Design rr_decode_arbiter_flat, sky130hd; sources not shown.
Fig. 1: signal wires on met3
The bar under the picture is 20 um long.
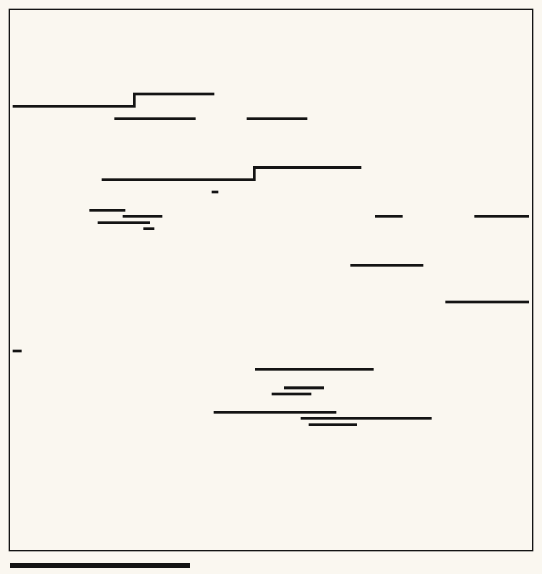
The layer holds 5.9% of the routed length. The layer carries 163 um of wire. The longest straight run is 16.8 um. 17 nets have wire on it. The wires run mostly horizontal.
GRT met3 Usage: 5.62%
Final Routed Wirelength: 2.77 mm
vias post-DR: 1111

Fig. 2: gate families picked out
The bar under the picture is 20 um long.
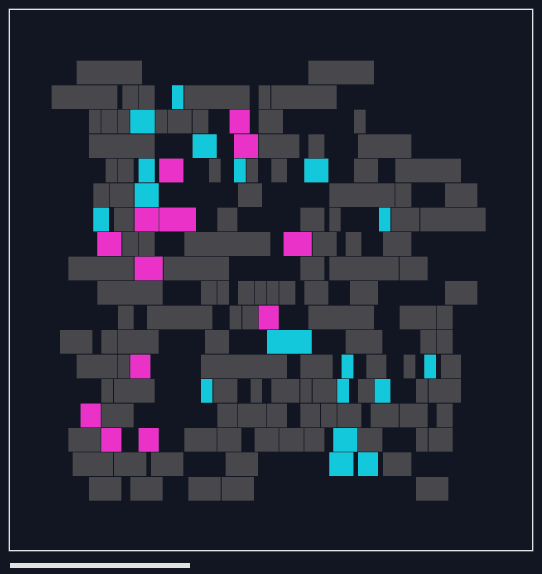
AND and OR gates: shown in magenta, cells 13, most used and2_1. NAND gates: shown in cyan, cells 18, most used nand2_1.
fraction of area in multi-input gates: 58.0%
most numerous logic cell after layout: dfxtp_1
tally of non-filler cells in the final layout: 181

==> out/qor.log <==
[cells_and_area] Plain + repair buffers 16
[cells_and_area] clock network contribution to total cell area 2.00%
[setup_path] Startpoint Class register
[setup_path] worst endpoint data arrival time 2.08 ns
[cells_and_area] inverter count 9
[detailed_routing] drc violations 0
[yosys] number of cells in Yosys stat 139
[cts] maximum clock insertion buffer count 2
[cts] clock net sink count 15
[power] Pwr per Cell Area 484 mW/mm^2
[yosys] post-synthesis async set-or-reset flop share 0%
[cells_and_area] Final non-clock buffer share 11.6%
[power] Power, Total 636 uW
[global_routing] overflow left after global routing 0
[yosys] count of library flops with an enable pin 0
[power] sequential group share of total power 41.9%
[cells_and_area] Final Instance Area 0.00132 mm^2
[timing] Period minus WS final 2.53 ns
[timing] slew of the pin with the lowest slew margin 0.685 ns
[timing] final worst hold slack 0.454 ns
[yosys] dominant non-sequential cell family after synthesis AND-OR/OR-AND gates
[yosys] post-synthesis share of cell area spent on and-or and or-and gates 30.5%
[cts] H-tree levels 1
[placement] gpl congestion 0.903
[floorplanning] number of rows in the core area 18
[placement] total instance count after detailed placement 177
[cells_and_area] final cell utilization of the core 52.1%
[power] Leakage Power 0.000493 uW
[detailed_routing] detailed-route wire length per cell 15.3 um
[cells_and_area] commonest non-fill, non-tap cells in the layout dfxtp_1 (14), clkdlybuf4s50_1 (13), a21oi_1 (11)
[detailed_routing] number of vias per cell 6.14
[cells_and_area] total number of sequential cells 15
[status] result of the run completed
[global_routing] antenna violations before repair 0
[floorplanning] number of well-tap cells placed 30
[cts] Late-Pin Clk Latency 0.28 ns
[detailed_routing] number of nets still failing antenna checks after routing 0
[yosys] most area-hungry cell type in the Yosys netlist dfxtp_1
[yosys] Synth Seq Share 25.9%
[power] Clock power frac 20.4%
[floorplanning] core area 0.00252 mm^2
[cells_and_area] area of the multi-input gates 763 um^2
[yosys] post-synthesis cell type with the largest instance count dfxtp_1
[setup_path] Slowest Stage Delay on Critical Path 0.80 ns
[yosys] cell types with the largest area share after synthesis dfxtp_1 (26%), ha_1 (5.4%), a21oi_1 (4.8%)
[power] power consumed by the clock network 130 uW
[detailed_routing] number of search-and-repair iterations in the first detailed-routing pass 5
[yosys] chip area from the yosys synthesis statistics 0.00116 mm^2
[timing] final critical-path share of the clock period 93.7%
[yosys] fraction of synthesized cell area in xor and xnor cells 0%
[floorplanning] Starting Density 45.9%
[cells_and_area] count of inserted antenna diode cells 0
[yosys] number of library cell types mapped by synthesis 47
[setup_path] CP delay by family, top buffers and inverters
[yosys] gate count after technology mapping 139
[cts] cell at the root of the clock tree clkbuf_4
[timing] Final Max-Slew Violation Tally 0
[yosys] Synthesized registers 15
[timing] setup repair after global routing missed its margin false
[timing] final number of hold-violating endpoints 0
[power] Int Power 393 uW
[global_routing] most congested layer reported by global routing met2
[cells_and_area] layout-stage area growth over the synthesis result 13.5%
Power and IR drop assume default switching activity.
